## config.mk

```make
export PLATFORM = sky130hd
export DESIGN_NAME = nibble_add_seq
export DESIGN_NICKNAME = d
export VERILOG_FILES = /design/src/rtl/nibble_add_seq_pkg.sv /design/src/rtl/nibble_add_seq_adder_4bit.sv /design/src/rtl/nibble_add_seq.sv
export SDC_FILE = /design/constraint.sdc
export NUM_CORES = 1
export LEC_CHECK = 0
export CORE_MARGIN = 8
export CORE_UTILIZATION = 47
export DETAILED_ROUTE_END_ITERATION = 16
export PLACE_DENSITY = 0.76
export SYNTH_ARGS = -nofsm -noshare
export SYNTH_HDL_FRONTEND = slang
export SYNTH_HIERARCHICAL = 1
export SYNTH_SLANG_ARGS = --single-unit
```

## constraint.sdc

```tcl
create_clock -name clk -period 3.5 [get_ports clk]
set_input_delay 0.7 -clock clk [delete_from_list [all_inputs] [get_ports clk]]
set_output_delay 0.7 -clock clk [all_outputs]
set_load 0.02 [all_outputs]
```

## src/rtl/nibble_add_seq_pkg.sv

```systemverilog
// nibble_add_seq_pkg
//   Shared definitions for the nibble-serial adder: slice geometry, op and
//   state encodings, and the saturation constants.
package nibble_add_seq_pkg;

  localparam int NIB_W   = 4;
  localparam int NUM_NIB = 4;
  localparam int WORD_W  = NIB_W * NUM_NIB;
  localparam int CNT_W   = 2;

  localparam logic OP_ADD16  = 1'b0;
  localparam logic OP_PADDSB = 1'b1;

  typedef enum logic [1:0] {
    S_IDLE = 2'd0,
    S_RUN  = 2'd1,
    S_DONE = 2'd2
  } state_e;

  localparam logic [NIB_W-1:0]   SAT_POS4  = 4'h7;
  localparam logic [NIB_W-1:0]   SAT_NEG4  = 4'h8;
  localparam logic [WORD_W-1:0]  SAT_POS16 = 16'h7FFF;
  localparam logic [WORD_W-1:0]  SAT_NEG16 = 16'h8000;

  localparam logic [CNT_W-1:0]   LAST_NIB    = CNT_W'(NUM_NIB - 1);
  localparam logic [NUM_NIB-1:0] OVFL_ADD16  = 4'b1000;

  // Saturated nibble value chosen by the sign of the operands (both operands
  // share a sign whenever signed overflow occurs).
  function automatic logic [NIB_W-1:0] sat4(input logic neg);
    return neg ? SAT_NEG4 : SAT_POS4;
  endfunction

endpackage

```

## src/rtl/nibble_add_seq_adder_4bit.sv

```systemverilog
// adder_4bit
//   Single 4-bit adder slice with carry in/out and signed-overflow flag.
//   Ports:
//     a_i, b_i  - 4-bit operands
//     cin_i     - carry in
//     sum_o     - 4-bit sum
//     cout_o    - carry out
//     ovfl_o    - signed two's-complement overflow of this slice
module adder_4bit (
  input  logic [3:0] a_i,
  input  logic [3:0] b_i,
  input  logic       cin_i,
  output logic [3:0] sum_o,
  output logic       cout_o,
  output logic       ovfl_o
);

  assign {cout_o, sum_o} = {1'b0, a_i} + {1'b0, b_i} + {4'b0000, cin_i};

  // Overflow: operands agree in sign but the result does not.
  assign ovfl_o = (a_i[3] == b_i[3]) && (sum_o[3] != a_i[3]);

endmodule

```

## src/rtl/nibble_add_seq.sv

```systemverilog
// nibble_add_seq
//   Nibble-serial 16-bit adder that time-shares one adder_4bit slice.
//   op = ADD16  : signed 16-bit add, carry chained through a register,
//                 saturated to 7FFF/8000 on overflow.
//   op = PADDSB : four independent signed 4-bit saturating adds.
//   Ports:
//     clk, rst     - clock (rising edge), async active-high reset
//     start        - request, sampled only in IDLE; latches op, A, B
//     op, A, B     - operation select and 16-bit operands
//     busy         - high while nibbles are being computed (RUN)
//     done         - one-cycle pulse, Sum/ovfl valid
//     Sum, ovfl    - registered result and per-nibble saturation flags
//     dbg_state_o  - current FSM state for observation
//   Handshake: start is accepted only when busy=0 and done=0 (IDLE); the
//   result is valid on the done cycle and held until the next accepted
//   start. Requests arriving in RUN or DONE are dropped, not queued.
module nibble_add_seq
  import nibble_add_seq_pkg::*;
(
  input  logic              clk,
  input  logic              rst,
  input  logic              start,
  input  logic              op,
  input  logic [WORD_W-1:0] A,
  input  logic [WORD_W-1:0] B,
  output logic              busy,
  output logic              done,
  output logic [WORD_W-1:0] Sum,
  output logic [NUM_NIB-1:0] ovfl,
  output logic [1:0]        dbg_state_o
);

  state_e             state_q, state_d;
  logic [CNT_W-1:0]   cnt_q, cnt_d;
  logic               carry_q, carry_d;
  logic               op_q, op_d;
  logic [WORD_W-1:0]  a_q, a_d;
  logic [WORD_W-1:0]  b_q, b_d;
  logic [WORD_W-1:0]  sum_q, sum_d;
  logic [NUM_NIB-1:0] ovfl_q, ovfl_d;

  logic [NIB_W-1:0]   nib_a, nib_b, add_sum;
  logic               add_cin, add_cout, add_ovf;

  // Nibble-select muxes on the latched operands.
  assign nib_a = a_q[cnt_q*NIB_W +: NIB_W];
  assign nib_b = b_q[cnt_q*NIB_W +: NIB_W];

  // Nibble 0 of ADD16 and every PADDSB nibble start with no carry.
  assign add_cin = (op_q == OP_ADD16) && (cnt_q != '0) && carry_q;

  adder_4bit u_adder (
    .a_i    (nib_a),
    .b_i    (nib_b),
    .cin_i  (add_cin),
    .sum_o  (add_sum),
    .cout_o (add_cout),
    .ovfl_o (add_ovf)
  );

  always_ff @(posedge clk or posedge rst) begin
    if (rst) begin
      state_q <= S_IDLE;
      cnt_q   <= '0;
      carry_q <= 1'b0;
      op_q    <= OP_ADD16;
      a_q     <= '0;
      b_q     <= '0;
      sum_q   <= '0;
      ovfl_q  <= '0;
    end else begin
      state_q <= state_d;
      cnt_q   <= cnt_d;
      carry_q <= carry_d;
      op_q    <= op_d;
      a_q     <= a_d;
      b_q     <= b_d;
      sum_q   <= sum_d;
      ovfl_q  <= ovfl_d;
    end
  end

  always_comb begin
    state_d = state_q;
    cnt_d   = cnt_q;
    carry_d = carry_q;
    op_d    = op_q;
    a_d     = a_q;
    b_d     = b_q;
    sum_d   = sum_q;
    ovfl_d  = ovfl_q;

    case (state_q)
      S_IDLE: begin
        if (start) begin
          op_d    = op;
          a_d     = A;
          b_d     = B;
          sum_d   = '0;
          ovfl_d  = '0;
          carry_d = 1'b0;
          cnt_d   = '0;
          state_d = S_RUN;
        end
      end

      S_RUN: begin
        cnt_d = cnt_q + CNT_W'(1);
        if (op_q == OP_PADDSB) begin
          carry_d = 1'b0;
          sum_d[cnt_q*NIB_W +: NIB_W] = add_ovf ? sat4(nib_a[NIB_W-1]) : add_sum;
          ovfl_d[cnt_q] = add_ovf;
        end else begin
          carry_d = add_cout;
          sum_d[cnt_q*NIB_W +: NIB_W] = add_sum;
          // Only the top nibble's overflow is a 16-bit signed overflow.
          if (cnt_q == LAST_NIB) begin
            if (add_ovf) begin
              sum_d  = a_q[WORD_W-1] ? SAT_NEG16 : SAT_POS16;
              ovfl_d = OVFL_ADD16;
            end else begin
              ovfl_d = '0;
            end
          end
        end
        if (cnt_q == LAST_NIB) begin
          state_d = S_DONE;
        end
      end

      S_DONE: begin
        state_d = S_IDLE;
      end

      default: begin
        state_d = S_IDLE;
      end
    endcase
  end

  assign busy        = (state_q == S_RUN);
  assign done        = (state_q == S_DONE);
  assign Sum         = sum_q;
  assign ovfl        = ovfl_q;
  assign dbg_state_o = state_q;

endmodule
```

run_1/gates.png
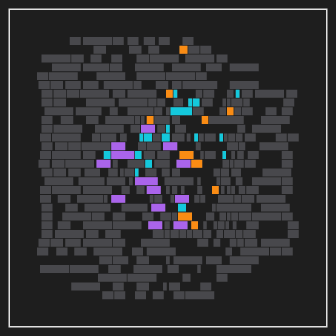
| colour | family | cells | most used |
|---|---|---|---|
| purple | fa/ha/maj cells | 13 | ha_1 |
| cyan | nor cells | 17 | nor2_1 |
| orange | and/or cells | 10 | and3_1 |

run_1/congestion_map.png
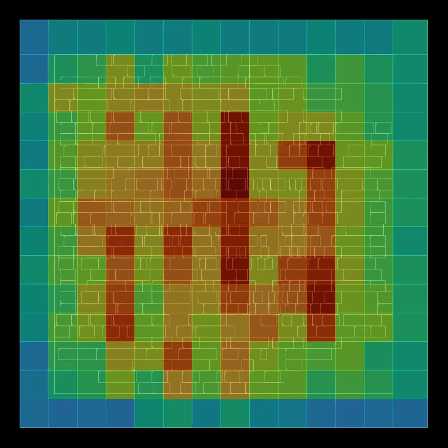
GRT met2 Usage: 27.3%
GR Util met1: 20.0%
Global Route Usage Sum: 16.9%
WL per Instance: 18.0 µm
fin util: 63.3%

==> impl_metrics.py, run 1 <==
# Synthesis and PnR figures
metrics = {
    "run_status": {
        "run_status": "complete, no violations",
    },
    "floorplanning": {
        "die_h_um": 98.0,
        "fp.dieArea_mm2": 0.00961,
        "fp_util_pct": 47.6,
    },
    "cts": {
        "root_buffer": "clkbuf_8",
        "cts_tree": "done",
        "cts_made_buffers": 9,
        "clk_path_buf_depth": 2,
        "htreeDepth": 3,
        "clock_latency_ns": 0.34,
        "cts_sinks": 58,
    },
    "synthesis": {
        "common_cells": "58 x dfrtp_1, 33 x mux2_2, 17 x nand2_1",
        "syn-num-nets": 310,
        "yosysTopAreaCell": "dfrtp_1",
        "synthCells": 261,
        "top_cell": "dfrtp_1",
        "synth_stat.cells": 261,
        "synth_cell_type_count": 43,
        "top_cell_area_share_pct": 45.9,
        "async_flop_share_pct": 100,
        "synthFlopType": "dfrtp_1",
        "avgSynthCellArea_um2": 12.1,
        "synth-edff-count": 0,
    },
    "routing": {
        "via_per_inst": 5.81,
        "drc": 0,
        "antenna_left": 0,
        "drtIter0Drc": 221,
        "drt_wl_total_um": 7580,
    },
    "critical_path": {
        "critPathRequiredTime_ns": 3.73,
        "critPathKind": "reg -> reg",
        "worstSetupStartpointType": "flop",
        "worst-path-stages": 11,
        "reg2reg_from": "cnt_q[0]$_DFFE_PP0P_",
        "critPathArrivalTime_ns": 3.54,
    },
    "worst_hold_path": {
        "hold_path_class": "reg -> reg",
    },
    "grt": {
        "antenna_found_initial": 0,
        "grt_overflow": 0,
        "first_global_vias": 2634,
    },
    "timing": {
        "max_slew_margin_pct": 55.2,
        "finalMaxSlewViolations": 0,
        "rsz0062_at_grt": "no",
        "fin_crit_sh_pct": 94.7,
        "min_period_ns": 3.31,
        "max_slew.worst_pin.slew_ns": 0.667,
    },
    "placed_design": {
        "io_buffers": 59,
    },
    "layout": {
        "finalInstanceArea_mm2": 0.00420,
    },
    "job": {
        "max-cap-violations": 0,
    },
}
run_1/port_trees.png
The bar under the picture is 20 µm long.
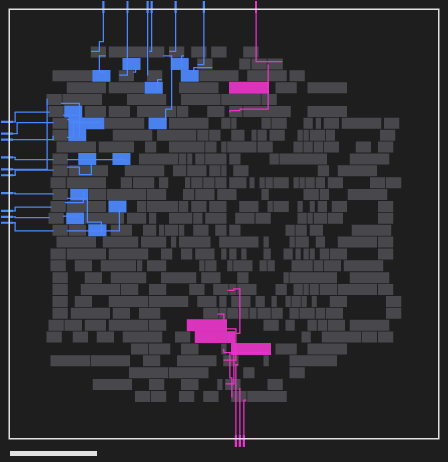
| colour | port | direction | edge | end cells | buffers | wire |
|---|---|---|---|---|---|---|
| blue | B | input | 10 left, 6 top | 16 | 16 | 329 µm |
| magenta | ovfl | output | 3 bottom, 1 top | 4 | 4 | 138 µm |

run_1/ff_map.png
The bar under the picture is 20 µm long.
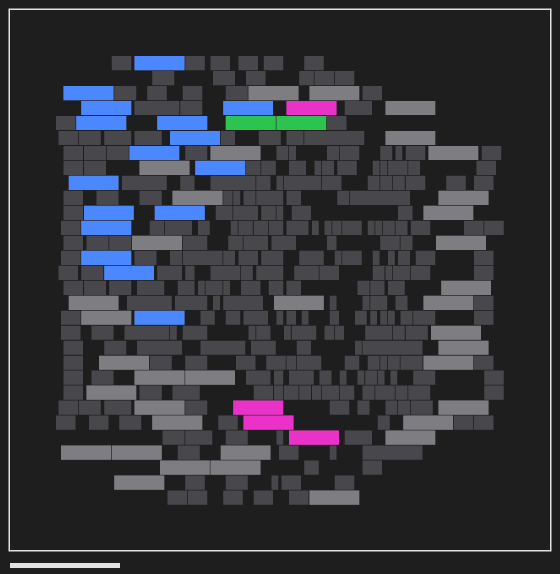
| colour | signal | placed flops |
|---|---|---|
| blue | b_q | 16 |
| magenta | ovfl | 4 |
| green | dbg_state_o | 2 |
not coloured: 36

## run 1: cell usage in the layout (no fill, tap or decap), types with 4 or more instances in the layout
cell type / count
a221o_1: 9
a221o_2: 6
a222oi_1: 4
a31oi_1: 11
and3_1: 4
buf_4: 15
bufinv_16: 4
clkbuf_8: 12
clkdlybuf4s50_1: 59
dfrtp_1: 58
ha_1: 11
inv_1: 13
mux2_2: 33
mux4_2: 7
nand2_1: 16
nand2b_1: 12
nor2_1: 9
o21ai_0: 11
## run 1: per-stage QoR
step	worst slack, ns	std cells
detailed placement	0.0980	403
global placement	0.186	403
finish	0.186	420
floorplan	0.0136	261
CTS	0.0636	419
global route	0.0585	420
## run 1: sequential cells by signal, summed over array words and instances (netlist names)
register     cells
Sum             16
b_q             16
op_q             1
cnt_q            2
carry_q          1
dbg_state_o      2
a_q             16
ovfl             4
## run 1: layout make-up
class	count	area, µm²	share of cell area, %
multi-input cells	178	1610	38.3
clock inverters	4	120	2.86
flip-flops and latches	58	1450	34.5
inverters	14	52.6	1.25
clock buffers	12	165	3.93
repair buffers	74	703	16.7
well taps	80	100	2.38
## run 1: layer usage
| layer | GRT usage (%) | up-vias | share of wire (%) |
|---|---|---|---|
| met5 | 0 | - | 0 |
| met4 | 9.35 | 0 | 2.8 |
| met3 | 4.62 | 21 | 5.5 |
| met2 | 27.3 | 84 | 49 |
| met1 | 20.0 | 1203 | 43 |
| li1 | - | 1133 | - |
## run 1: cells by family after synthesis
logic type | Yosys count | synth area share, %
compound gates | 60 | 15.8
flops | 58 | 45.9
fa+ha+maj | 13 | 5.62
buf+inv | 25 | 3.48
xor+xnor | 2 | 0.554
mux | 44 | 18.2
simple gates | 59 | 10.5
## run 1: worst min path at each step
| stage | depth (start not counted) | slack (ns) | end |
|---|---|---|---|
| 3_5_place_dp | 1 | 0.49 | a_q[10]$_DFFE_PP0P_ |
| 2_1_floorplan | 1 | 0.46 | carry_q$_DFFE_PP0P_ |
| 3_3_place_gp | 1 | 0.49 | b_q[7]$_DFFE_PP0P_ |
| 5_1_grt | 1 | 0.52 | b_q[15]$_DFFE_PP0P_ |
| 6_report | 1 | 0.50 | b_q[15]$_DFFE_PP0P_ |
| 4_1_cts | 1 | 0.51 | a_q[10]$_DFFE_PP0P_ |
## run 1: repair_timing
item | 4_1_cts | 5_1_grt
setup endpoints to repair | 0 | 13
hold buffers | 0 | 0
resized | 0 | 1
setup buffers | 0 | 1
## Run 2: what changed since run 1
--- a/config.mk
+++ b/config.mk
@@ -5,10 +5,11 @@
 export SDC_FILE = /design/constraint.sdc
 export NUM_CORES = 1
 export LEC_CHECK = 0
+export CAP_MARGIN = 10
 export CORE_MARGIN = 8
-export CORE_UTILIZATION = 47
+export CORE_UTILIZATION = 30
 export DETAILED_ROUTE_END_ITERATION = 16
-export PLACE_DENSITY = 0.76
+export PLACE_DENSITY = 0.53
 export SYNTH_ARGS = -nofsm -noshare
 export SYNTH_HDL_FRONTEND = slang
 export SYNTH_HIERARCHICAL = 1
run_2/gates.png
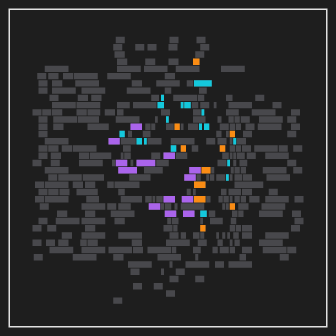
| colour | family | cells | most used |
|---|---|---|---|
| purple | fa/ha/maj cells | 13 | ha_1 |
| cyan | nor cells | 17 | nor2_1 |
| orange | and/or cells | 10 | and3_1 |

==> run 2 against run 1 <==
Effect of this change:
- clock-buffer cell count is 3 lower
- wire length up 7.0%
- core utilization decreased by 23 points
- clock skew increased by 0.0046 ns
- sequential cell count stayed put
- die size rose by 47%
- critical path type unchanged
- critical path depth is 1 lower
- synthesized cell count is the same
==> impl_metrics.py, run 2 <==
# Synthesis and PnR figures
metrics = {
    "grt": {
        "grt_overflow": 0,
        "top_usage_layer": "met2",
        "grtUsageMet1_pct": 14.2,
        "antenna_found_initial": 0,
        "gr-usage-met2_pct": 19.6,
        "first_global_vias": 2557,
    },
    "layout": {
        "fin_cells": 470,
        "seqCellArea_mm2": 0.00145,
        "final_common_cell": "clkdlybuf4s50_1",
    },
    "floorplanning": {
        "fp_util_pct": 30.8,
        "fp.dieArea_mm2": 0.0141,
    },
    "placed_design": {
        "place_inst": 455,
    },
    "cts": {
        "postCtsResizedCells": 0,
        "cts_made_buffers": 9,
        "root_buffer": "clkbuf_8",
        "cts_setup_buffers": 0,
        "clock_latency_ns": 0.34,
        "cts_tree": "done",
    },
    "timing": {
        "fin_crit_sh_pct": 93.9,
        "min_period_ns": 3.29,
        "fin_ws_ns": 0.213,
        "rsz0062_at_grt": "no",
        "max_slew_margin_pct": 54.3,
    },
    "synthesis": {
        "common_cells": "58 x dfrtp_1, 33 x mux2_2, 17 x nand2_1",
        "avgSynthCellArea_um2": 12.1,
        "async_flop_share_pct": 100,
    },
    "worst_hold_path": {
        "worstHoldEndpoint": "carry_q$_DFFE_PP0P_",
        "min_path_cells": 1,
    },
    "run_status": {
        "run_status": "complete, no violations",
    },
    "critical_path": {
        "reg2reg_from": "cnt_q[0]$_DFFE_PP0P_",
    },
    "routing": {
        "drc": 0,
        "via_per_inst": 5.01,
    },
    "job": {
        "max-cap-violations": 0,
    },
}
run_2/ff_map.png
The bar under the picture is 20 µm long.
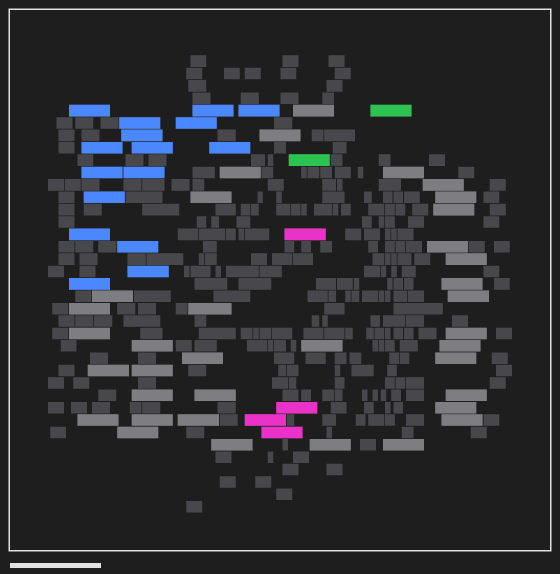
| colour | signal | placed flops |
|---|---|---|
| green | dbg_state_o | 2 |
| magenta | ovfl | 4 |
| blue | b_q | 16 |
not coloured: 36

## run 2: cell counts after synthesis
No cell type changed its count.
## run 2: kinds of logic (layout without fill, tap and decap cells)
family          Yosys count  after routing  share of synthesized area (%)
buf+inv                  25             98                           3.48
flops                    58             58                           45.9
simple gates             59             59                           10.5
compound gates           60             60                           15.8
fa+ha+maj                13             13                           5.62
xor+xnor                  2              2                          0.554
mux                      44             44                           18.2
## run 2: layer usage
metal / routed length [µm] / up-vias
met1: 3600 / 1141
met4: 117 / 0
li1: - / 1116
met5: 0 / -
met3: 478 / 13
met2: 3910 / 85
## run 2: worst max-delay path by stage
stage | from | to | slack (ns) | cells past startpoint
2_1_floorplan | cnt_q[0]$_DFFE_PP0P_ | Sum[0]$_DFFE_PP0P_ | 0.01 | 11
3_3_place_gp | cnt_q[0]$_DFFE_PP0P_ | Sum[10]$_DFFE_PP0P_ | 0.19 | 10
3_5_place_dp | cnt_q[0]$_DFFE_PP0P_ | Sum[1]$_DFFE_PP0P_ | 0.11 | 10
6_report | cnt_q[0]$_DFFE_PP0P_ | Sum[10]$_DFFE_PP0P_ | 0.21 | 10
5_1_grt | cnt_q[0]$_DFFE_PP0P_ | Sum[0]$_DFFE_PP0P_ | 0.07 | 10
4_1_cts | cnt_q[0]$_DFFE_PP0P_ | Sum[1]$_DFFE_PP0P_ | 0.11 | 10
## run 2: critical path, delay by kind of cell (launching register included)
| kind | cells | cell delay (ns) |
|---|---|---|
| AOI/OAI and AO/OA | 5 | 1.24 |
| adders and majority gates | 1 | 0.31 |
| buffers and inverters | 1 | 0.16 |
| DFF | 1 | 0.43 |
| muxes | 2 | 0.86 |
| and+or+nand+nor | 1 | 0.17 |
## run 2: cell type report
cell class,count,area share (%)
repair buffers,69,16.3
multi-input cells,178,38.7
inverters,14,1.26
clock buffers,9,2.98
flip-flops and latches,58,34.9
well taps,136,4.09
clock inverters,6,1.66
## run 2: stage by stage
stage          cell area [µm²]  utilization (%)
2_1_floorplan             3170                -
3_3_place_gp              3960             38.5
3_5_place_dp              3960             38.5
4_1_cts                   4150             40.4
5_1_grt                   4160             40.4
6_report                  4160             40.4
## Run 3: what changed since run 2
--- a/config.mk
+++ b/config.mk
@@ -9,6 +9,7 @@
 export CORE_MARGIN = 8
 export CORE_UTILIZATION = 30
 export DETAILED_ROUTE_END_ITERATION = 16
+export HOLD_SLACK_MARGIN = 0.08
 export PLACE_DENSITY = 0.53
 export SYNTH_ARGS = -nofsm -noshare
 export SYNTH_HDL_FRONTEND = slang
run_3/closeup.png
The bar under the picture is 10 µm long. Window x 17 to 42, y 17 to 42 µm. Cells in grey, sequential cells in the stronger grey; small squares are vias.
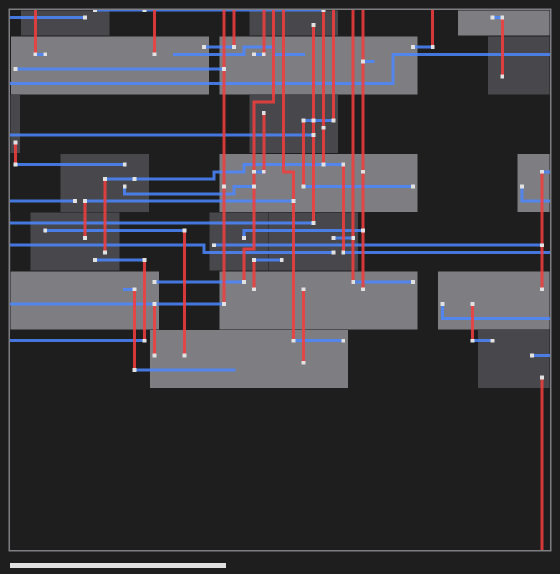
| colour | layer |
|---|---|
| blue | M1 |
| red | M2 |
most frequent: dfrtp_1 (7), mux2_2 (6), buf_4 (1)
netlist names of flops here include: a_q (7)
cells with their middle in the window: 14
sequential cells in the window: 7

==> run 3 against run 2 <==
Effect of this change:
- die size stayed put
- wire length stayed put
- global-route usage did not move
- first-iteration DRC count unchanged
- fmax unchanged
- sequential share of layout area did not move
- critical path depth unchanged
- register-to-register slack about the same
- critical path type unchanged
==> impl_metrics.py, run 3 <==
# Synthesis and PnR figures
metrics = {
    "synthesis": {
        "top_cell": "dfrtp_1",
        "synth_stat.cells": 261,
        "topCellsByArea": "dfrtp_1 46%, mux2_2 12%, mux4_2 5.0%",
        "top_cell_area_share_pct": 45.9,
        "common_cells": "58 x dfrtp_1, 33 x mux2_2, 17 x nand2_1",
        "avgSynthCellArea_um2": 12.1,
        "synth_area_mm2": 0.00316,
        "async_flop_share_pct": 100,
        "synth-area-yosys_mm2": 0.00316,
    },
    "timing": {
        "min_period_ns": 3.29,
        "finalMaxSlewViolations": 0,
        "max_slew_margin_pct": 54.3,
        "fin_crit_sh_pct": 93.9,
        "rsz0062_at_grt": "no",
    },
    "grt": {
        "first_global_vias": 2557,
        "grt_overflow": 0,
        "antenna_found_initial": 0,
    },
    "layout": {
        "fin_cells": 470,
        "nets": 379,
        "final_common_cell": "clkdlybuf4s50_1",
        "layout-drive-gt1-share_pct": 26.0,
    },
    "cts": {
        "clk_pin_slew_ns": 0.07,
        "postCtsResizedCells": 0,
        "cts-hold-fix-buffers": 0,
        "cts_made_buffers": 9,
        "root_buffer": "clkbuf_8",
        "clock_latency_ns": 0.34,
        "clk_path_buf_depth": 2,
        "cts_setup_buffers": 0,
        "cts_tree": "done",
    },
    "routing": {
        "drc": 0,
        "drtIter0Drc": 135,
        "dr_wl_met3_um": 478,
        "met2RoutedLength_um": 3910,
        "via_per_inst": 5.01,
        "wirelength_met1_um": 3600,
        "top_layer": "met4",
    },
    "run_status": {
        "run_status": "complete, no violations",
    },
    "critical_path": {
        "reg2reg_from": "cnt_q[0]$_DFFE_PP0P_",
        "startpoint": "cnt_q[0]$_DFFE_PP0P_",
        "crit_end": "Sum[10]$_DFFE_PP0P_",
        "critPathTopFamily": "AND-OR/OR-AND gates",
        "worst-path-stages": 10,
        "critPathBufInv": 1,
    },
    "placed_design": {
        "place_inst": 455,
    },
    "floorplanning": {
        "fp.dieArea_mm2": 0.0141,
        "fp_util_pct": 30.8,
    },
    "job": {
        "max-cap-violations": 0,
    },
}
run_3/ff_map.png
The bar under the picture is 20 µm long.
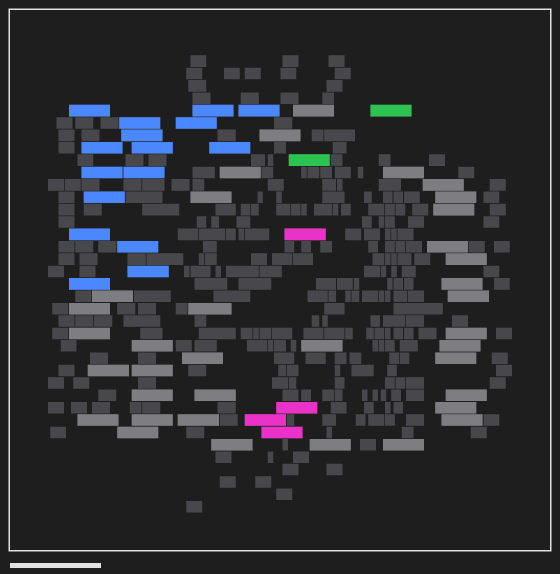
| colour | signal | placed flops |
|---|---|---|
| magenta | ovfl | 4 |
| green | dbg_state_o | 2 |
| blue | b_q | 16 |

-- run 3: cell counts in the layout (fill, tap and decap cells not counted) --
Identical to the previous run, type by type.
-- run 3: stage by stage --
stage	cell area, µm²	worst slack [ns]	util, %	hold WS, ns
after CTS	4150	0.111	40.4	0.505
final	4160	0.213	40.4	0.502
after global routing	4160	0.0672	40.4	0.531
after global placement	3960	0.193	38.5	0.487
after floorplan	3170	0.0136	-	0.465
after detailed placement	3960	0.111	38.5	0.486
-- run 3: worst register-to-register path: stages (launching register included) --
cell and delay, ns:
dfrtp_2 0.43, buf_12 0.16, mux4_2 0.53, ha_1 0.31, a21o_1 0.21, a21oi_4 0.18, mux2_4 0.34, and2_1 0.17
a22oi_2 0.32, o21ai_2 0.17, a221o_2 0.36
-- run 3: cell type report --
cell class / count / area, µm²
fillers: 1018 / 6120
multi-input cells: 178 / 1610
flip-flops and latches: 58 / 1450
repair buffers: 69 / 678
well taps: 136 / 170
clock buffers: 9 / 124
clock inverters: 6 / 68.8
inverters: 14 / 52.6
-- run 3: worst min-delay path by stage --
stage / from / end / slack, ns / cells past startpoint
final: carry_q$_DFFE_PP0P_ / carry_q$_DFFE_PP0P_ / 0.50 / 1
after global routing: a_q[14]$_DFFE_PP0P_ / a_q[14]$_DFFE_PP0P_ / 0.53 / 1
after CTS: carry_q$_DFFE_PP0P_ / carry_q$_DFFE_PP0P_ / 0.50 / 1
after detailed placement: carry_q$_DFFE_PP0P_ / carry_q$_DFFE_PP0P_ / 0.49 / 1
after global placement: carry_q$_DFFE_PP0P_ / carry_q$_DFFE_PP0P_ / 0.49 / 1
after floorplan: carry_q$_DFFE_PP0P_ / carry_q$_DFFE_PP0P_ / 0.46 / 1
-- run 3: metal layers --
layer  track usage, %  vias to the layer above
met1             14.2                     1141
li1                 -                     1116
met4             4.03                        0
met5                0                        -
met2             19.6                       85
met3             4.05                       13
-- run 3: kinds of logic after synthesis --
logic type | after synthesis | share of synthesized area (%)
AOI/OAI and AO/OA | 60 | 15.8
and+or+nand+nor | 59 | 10.5
DFF | 58 | 45.9
muxes | 44 | 18.2
buffers and inverters | 25 | 3.48
adders and majority gates | 13 | 5.62
xor gates and xnor gates | 2 | 0.554
